`config.mk`:
```
export PLATFORM = sky130hd
export DESIGN_NAME = bus_arbiter
export DESIGN_NICKNAME = d
export VERILOG_FILES = /design/src/rtl/bus_arbiter_pkg.sv /design/src/rtl/bus_arbiter_rr_priority_pick.sv /design/src/rtl/bus_arbiter.sv
export SDC_FILE = /design/constraint.sdc
export NUM_CORES = 1
export LEC_CHECK = 0
export CAP_MARGIN = 10
export CORE_MARGIN = 2
export CORE_UTILIZATION = 46
export CTS_CLUSTER_SIZE = 30
export DETAILED_ROUTE_END_ITERATION = 16
export PLACE_DENSITY_LB_ADDON = 0.08
export REMOVE_ABC_BUFFERS = 1
export SYNTH_ARGS = -nofsm -noshare
export SYNTH_HDL_FRONTEND = slang
export SYNTH_HIERARCHICAL = 1
export SYNTH_SLANG_ARGS = --single-unit
export TNS_END_PERCENT = 5
```
`constraint.sdc`:
```
create_clock -name clk -period 1.77 [get_ports clk]
set_input_delay 0.4425 -clock clk [delete_from_list [all_inputs] [get_ports clk]]
set_output_delay 0.4425 -clock clk [all_outputs]
set_load 0.01 [all_outputs]
```
`src/rtl/bus_arbiter_pkg.sv`:
```
// Shared definitions for the PE bus arbiter and its round-robin picker.
package bus_arb_pkg;

  typedef enum logic [1:0] {
    ST_IDLE    = 2'd0,
    ST_GRANT   = 2'd1,
    ST_WAIT    = 2'd2,
    ST_RELEASE = 2'd3
  } arbState_t;

  localparam int DEFAULT_TIMEOUT = 64;

  // Width of an owner index; never below 1 bit.
  function automatic int ownerW(input int n);
    return (n > 1) ? $clog2(n) : 1;
  endfunction

endpackage

```
`src/rtl/bus_arbiter_rr_priority_pick.sv`:
```
// Round-robin priority picker: first set request at or after ptr, with wrap.
// Purely combinational; also used by the CGRA controller.
module rr_priority_pick
  import bus_arb_pkg::*;
#(
  parameter int  NUM_PE  = 4,
  localparam int OWNER_W = ownerW(NUM_PE)
) (
  input  logic [NUM_PE-1:0]  req,
  input  logic [OWNER_W-1:0] ptr,
  output logic [OWNER_W-1:0] winner,
  output logic               valid
);

  // Scan offsets from farthest to nearest so the nearest set bit is the last write.
  always_comb begin
    logic [OWNER_W-1:0] idx;
    winner = '0;
    valid  = 1'b0;
    idx    = '0;
    for (int i = NUM_PE - 1; i >= 0; i--) begin
      idx = OWNER_W'((int'(ptr) + i) % NUM_PE);
      if (req[idx]) begin
        winner = idx;
        valid  = 1'b1;
      end
    end
  end

endmodule

```
`src/rtl/bus_arbiter.sv`:
```
// Round-robin owner arbitration of the shared PE-to-memory/register bus.
// One owner at a time; ownership lasts from a one-cycle grant pulse until
// a completion strobe or a WAIT timeout, followed by a dead RELEASE cycle.
module bus_arbiter
  import bus_arb_pkg::*;
#(
  parameter int  NUM_PE         = 4,
  parameter int  TIMEOUT_CYCLES = DEFAULT_TIMEOUT,
  parameter int  CNT_W          = 8,
  localparam int OWNER_W        = ownerW(NUM_PE)
) (
  input  logic               clk,
  input  logic               reset,
  input  logic [NUM_PE-1:0]  bus_request,
  output logic [NUM_PE-1:0]  grant,
  output logic [OWNER_W-1:0] owner_id,
  output logic               bus_busy,
  input  logic               mem_ackBus,
  input  logic               data_ReadyBus,
  input  logic               write_doneBus,
  output logic               txn_done,
  output logic               timeout_err,
  output logic               err_sticky
);

  localparam logic [CNT_W-1:0]   CNT_LAST  = CNT_W'(TIMEOUT_CYCLES - 1);
  localparam logic [NUM_PE-1:0]  GRANT_ONE = NUM_PE'(1);
  localparam logic [OWNER_W-1:0] LAST_PE   = OWNER_W'(NUM_PE - 1);

  arbState_t          state, stateNext;
  logic [OWNER_W-1:0] rrPtr, rrPtrNext;
  logic [OWNER_W-1:0] ownerNext;
  logic [CNT_W-1:0]   cnt, cntNext;
  logic [NUM_PE-1:0]  grantNext;
  logic               busyNext, doneNext, toutNext, stickyNext;
  logic [OWNER_W-1:0] pickWinner;
  logic               pickValid;
  logic               complete;

  assign complete = mem_ackBus | data_ReadyBus | write_doneBus;

  rr_priority_pick #(.NUM_PE(NUM_PE)) uPick (
    .req    (bus_request),
    .ptr    (rrPtr),
    .winner (pickWinner),
    .valid  (pickValid)
  );

  // Next-state logic; outputs are computed for the upcoming state and registered.
  always_comb begin
    stateNext  = state;
    rrPtrNext  = rrPtr;
    ownerNext  = owner_id;
    cntNext    = cnt;
    grantNext  = '0;
    busyNext   = 1'b0;
    doneNext   = 1'b0;
    toutNext   = 1'b0;
    stickyNext = err_sticky;
    unique case (state)
      ST_IDLE: begin
        if (pickValid) begin
          ownerNext = pickWinner;
          grantNext = GRANT_ONE << pickWinner;
          busyNext  = 1'b1;
          stateNext = ST_GRANT;
        end
      end
      ST_GRANT: begin
        cntNext   = '0;
        busyNext  = 1'b1;
        stateNext = ST_WAIT;
      end
      ST_WAIT: begin
        // Completion outranks a timeout landing on the same cycle.
        if (complete) begin
          doneNext  = 1'b1;
          stateNext = ST_RELEASE;
        end else if (cnt == CNT_LAST) begin
          toutNext   = 1'b1;
          stickyNext = 1'b1;
          stateNext  = ST_RELEASE;
        end else begin
          cntNext  = cnt + CNT_W'(1);
          busyNext = 1'b1;
        end
      end
      ST_RELEASE: begin
        // Dead cycle: requester drops its request before the next pick.
        rrPtrNext = (owner_id == LAST_PE) ? '0 : owner_id + OWNER_W'(1);
        stateNext = ST_IDLE;
      end
    endcase
  end

  // State and registered outputs, synchronous active-low reset.
  always_ff @(posedge clk) begin
    if (!reset) begin
      state       <= ST_IDLE;
      rrPtr       <= '0;
      owner_id    <= '0;
      cnt         <= '0;
      grant       <= '0;
      bus_busy    <= 1'b0;
      txn_done    <= 1'b0;
      timeout_err <= 1'b0;
      err_sticky  <= 1'b0;
    end else begin
      state       <= stateNext;
      rrPtr       <= rrPtrNext;
      owner_id    <= ownerNext;
      cnt         <= cntNext;
      grant       <= grantNext;
      bus_busy    <= busyNext;
      txn_done    <= doneNext;
      timeout_err <= toutNext;
      err_sticky  <= stickyNext;
    end
  end

endmodule
```
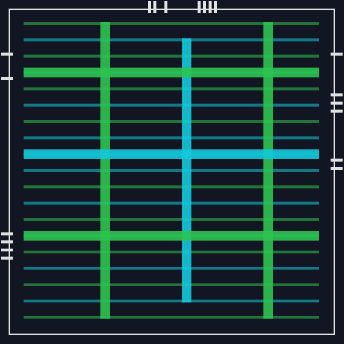
Fig. 1. Floorplan with the power grid.
Scale: 6 px per um. Pins as bars on the die edge.
colour	net
green	VSS
cyan	VDD
rows	18
met4 straps	3
met5 straps	3

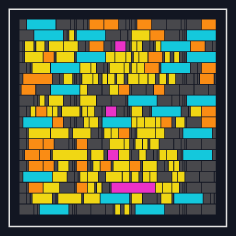
Fig. 2. Cell classes on the final placement.
Scale: 4 px per um. Fill, decap, tap and diode cells in grey.
colour	class	cells	share of their area
orange	remaining buffers and delay cells	34	21%
cyan	sequential cells	22	29%
magenta	clock drivers and dummy loads	4	3.5%
yellow	combinational and other logic	103	47%

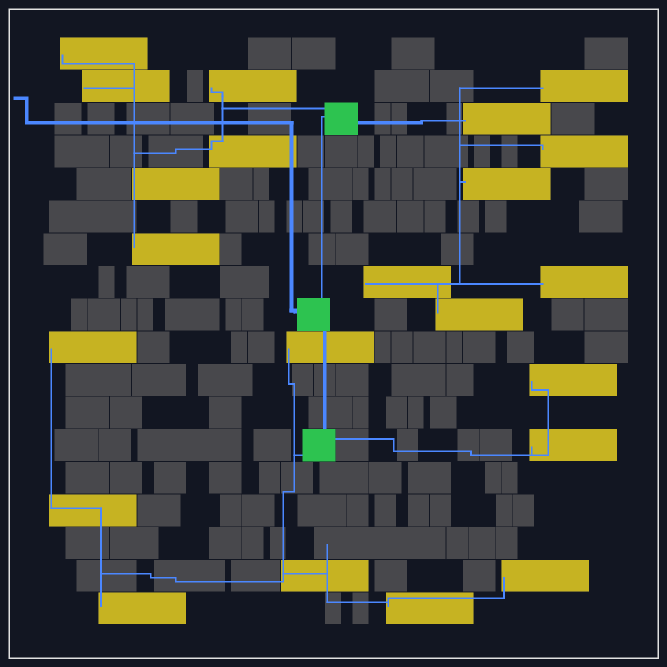
Fig. 3. Clock wires, drivers and flops.
Scale: 12 px per um.
[yellow] flip-flops | count: 22
[green] clock drivers | count: 3
[blue] clock wires | length: 296 um
routed clock nets	4
flops lie	widely spread

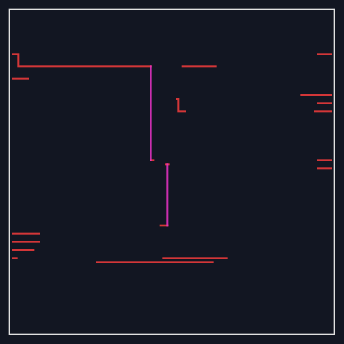
Fig. 4. Metal layers overlaid.
Scale: 6 px per um. Only two layers are drawn.
colour	layer	wire length
red	metal 3	97.6 um
magenta	metal 4	25.8 um

==> design notes <==
The flow ran to the end, and the final reports show no timing, DRC or antenna violations. The highest fanout seen on the critical path is 4. With the number of warning messages in the yosys log at 6, the power density relative to cell area is 987 nW/um^2. The logs give 4 for the iteration tally of the first detailed-router pass and 1150 um^2 for the area of the mapped netlist. In this run the critical path is formed by clkdlybuf4s50_1. Looking at the worst setup and hold paths, the clock pins of their registers show a slew of 0.13 ns. Post-synthesis cell type with the largest combined area: sky130_fd_sc_hd__dfxtp_1. The tools report the post-detailed-route count of antenna-violating nets as 0. During tapcell insertion the tool placed 30 well taps. After synthesis the netlist holds a flip-flop and latch count of 22. In this run the most critical hold path is launched from err_sticky$_SDFFE_PN0P_.

The wire length recorded after detailed routing is 2.41 mm. The run gives 0.384 for the area share of the leading cell type in the synthesized netlist. Entering global routing, the biggest net connects 24 pins. Power comes to 1.53 mW. On the critical path the data arrives at 1.27 ns. The post-layout net count was 181; the share of synthesized cell area in and-or and or-and compound cells was 0.191. The flow reports an fmax of 585 MHz.

The flip-flop count of the largest register, all copies and words added works out to 8. The most common logic cells in the final layout are 22 x sky130_fd_sc_hd__dfxtp_1, 18 x sky130_fd_sc_hd__clkdlybuf4s50_1, 15 x sky130_fd_sc_hd__buf_4, 13 x sky130_fd_sc_hd__nand2_1, 12 x sky130_fd_sc_hd__nor2_1. Yosys mapped a number of flops with a built-in enable equal to 0. The number of buffers and inverters on the critical path is 1, and the via count is 1047. Leaving out fill and tap cells, the most frequent cell in the layout is sky130_fd_sc_hd__dfxtp_1. The run gives 0.196 for the total global-route track usage. With the leakage power figure at 0.609 nW, the number of buffers created by CTS is 3. After synthesis, the chip area reported by Yosys is 1150 um^2. The launch point of the worst register-to-register path is recorded as state[0]$_SDFFE_PN0P_. The critical path launch point is owner_id[0]$_SDFFE_PN0P_. The run gives 0.202 for the fraction of area in non-clock buffers. Area-dominant cell class after layout: logic gates.

Measured along the x axis, the die boundary spans 53.9 um. The simple logic cell fraction of the synthesized area was 0.274. The detailed router put a total of 1.20 mm of wire on met1.

STA classifies the critical path startpoint as a flip-flop. The floorplan step defined a core boundary enclosing 2410 um^2. The cell with the most instances after synthesis is sky130_fd_sc_hd__dfxtp_1. Counting I/O delays and the setup requirement, the final critical path takes 1.71 ns. The fraction of power spent switching nets was 0.300; the number of global-route vias before repair was 982. The clock tree has to reach 22 sinks. The number of pins with negative max-slew slack in the final report was 0. The commonest register cell is sky130_fd_sc_hd__dfxtp_1. For the distinct cell type count of the synthesized netlist, the log shows 36.

The report lists the number of standard-cell rows as 18. The class of the most critical hold timing path was flip-flop to flip-flop. The number of cells on the worst reg-to-reg path is 6.

Routed signal wires occupy layers up through met4. The floorplan core density is 0.476, and the final core area utilization is 0.643. The number of logic stages on the critical path including buffering is 1, and the reported clock group power is 394 uW. The mux share of post-synthesis cell area was 0.0349. The total cells reported by yosys after synthesis was 128.

Setup violations remaining at the end of the flow were counted as 0. Largest incremental delay on the critical path: 0.55 ns. The violation tally recorded at the end of detailed-routing iteration 0 is 10. The insertion delay of the later-clocked pin in the worst-skew pair is 0.31 ns.

In the final layout, the registers with the most flip-flops are cnt x8, grant x4. After layout, the worst setup slack is 0.0615 ns. Per the placement log, port buffering inserted 18 buffers. The post-CTS resize count came out at 3. The tools report the worst slack at placement as -0.385 ns. Across all stage logs, warnings added up to 31. Looking at the reg2reg group, the worst path ends at cnt[7]$_SDFFE_PN0P_. The run gives 0 as the antenna cell count.

The clock share of power is 0.258, and the chip area is 2910 um^2. Fraction of synthesized cell area in xor and xnor cells: 0. The logs give 1.85 mm for the placed wire-length estimate after detailed placement and 0.267 for the global routing usage on met1.

The number of filler instances in the final layout is 216.
Power is estimated from default activity; no workload was simulated.
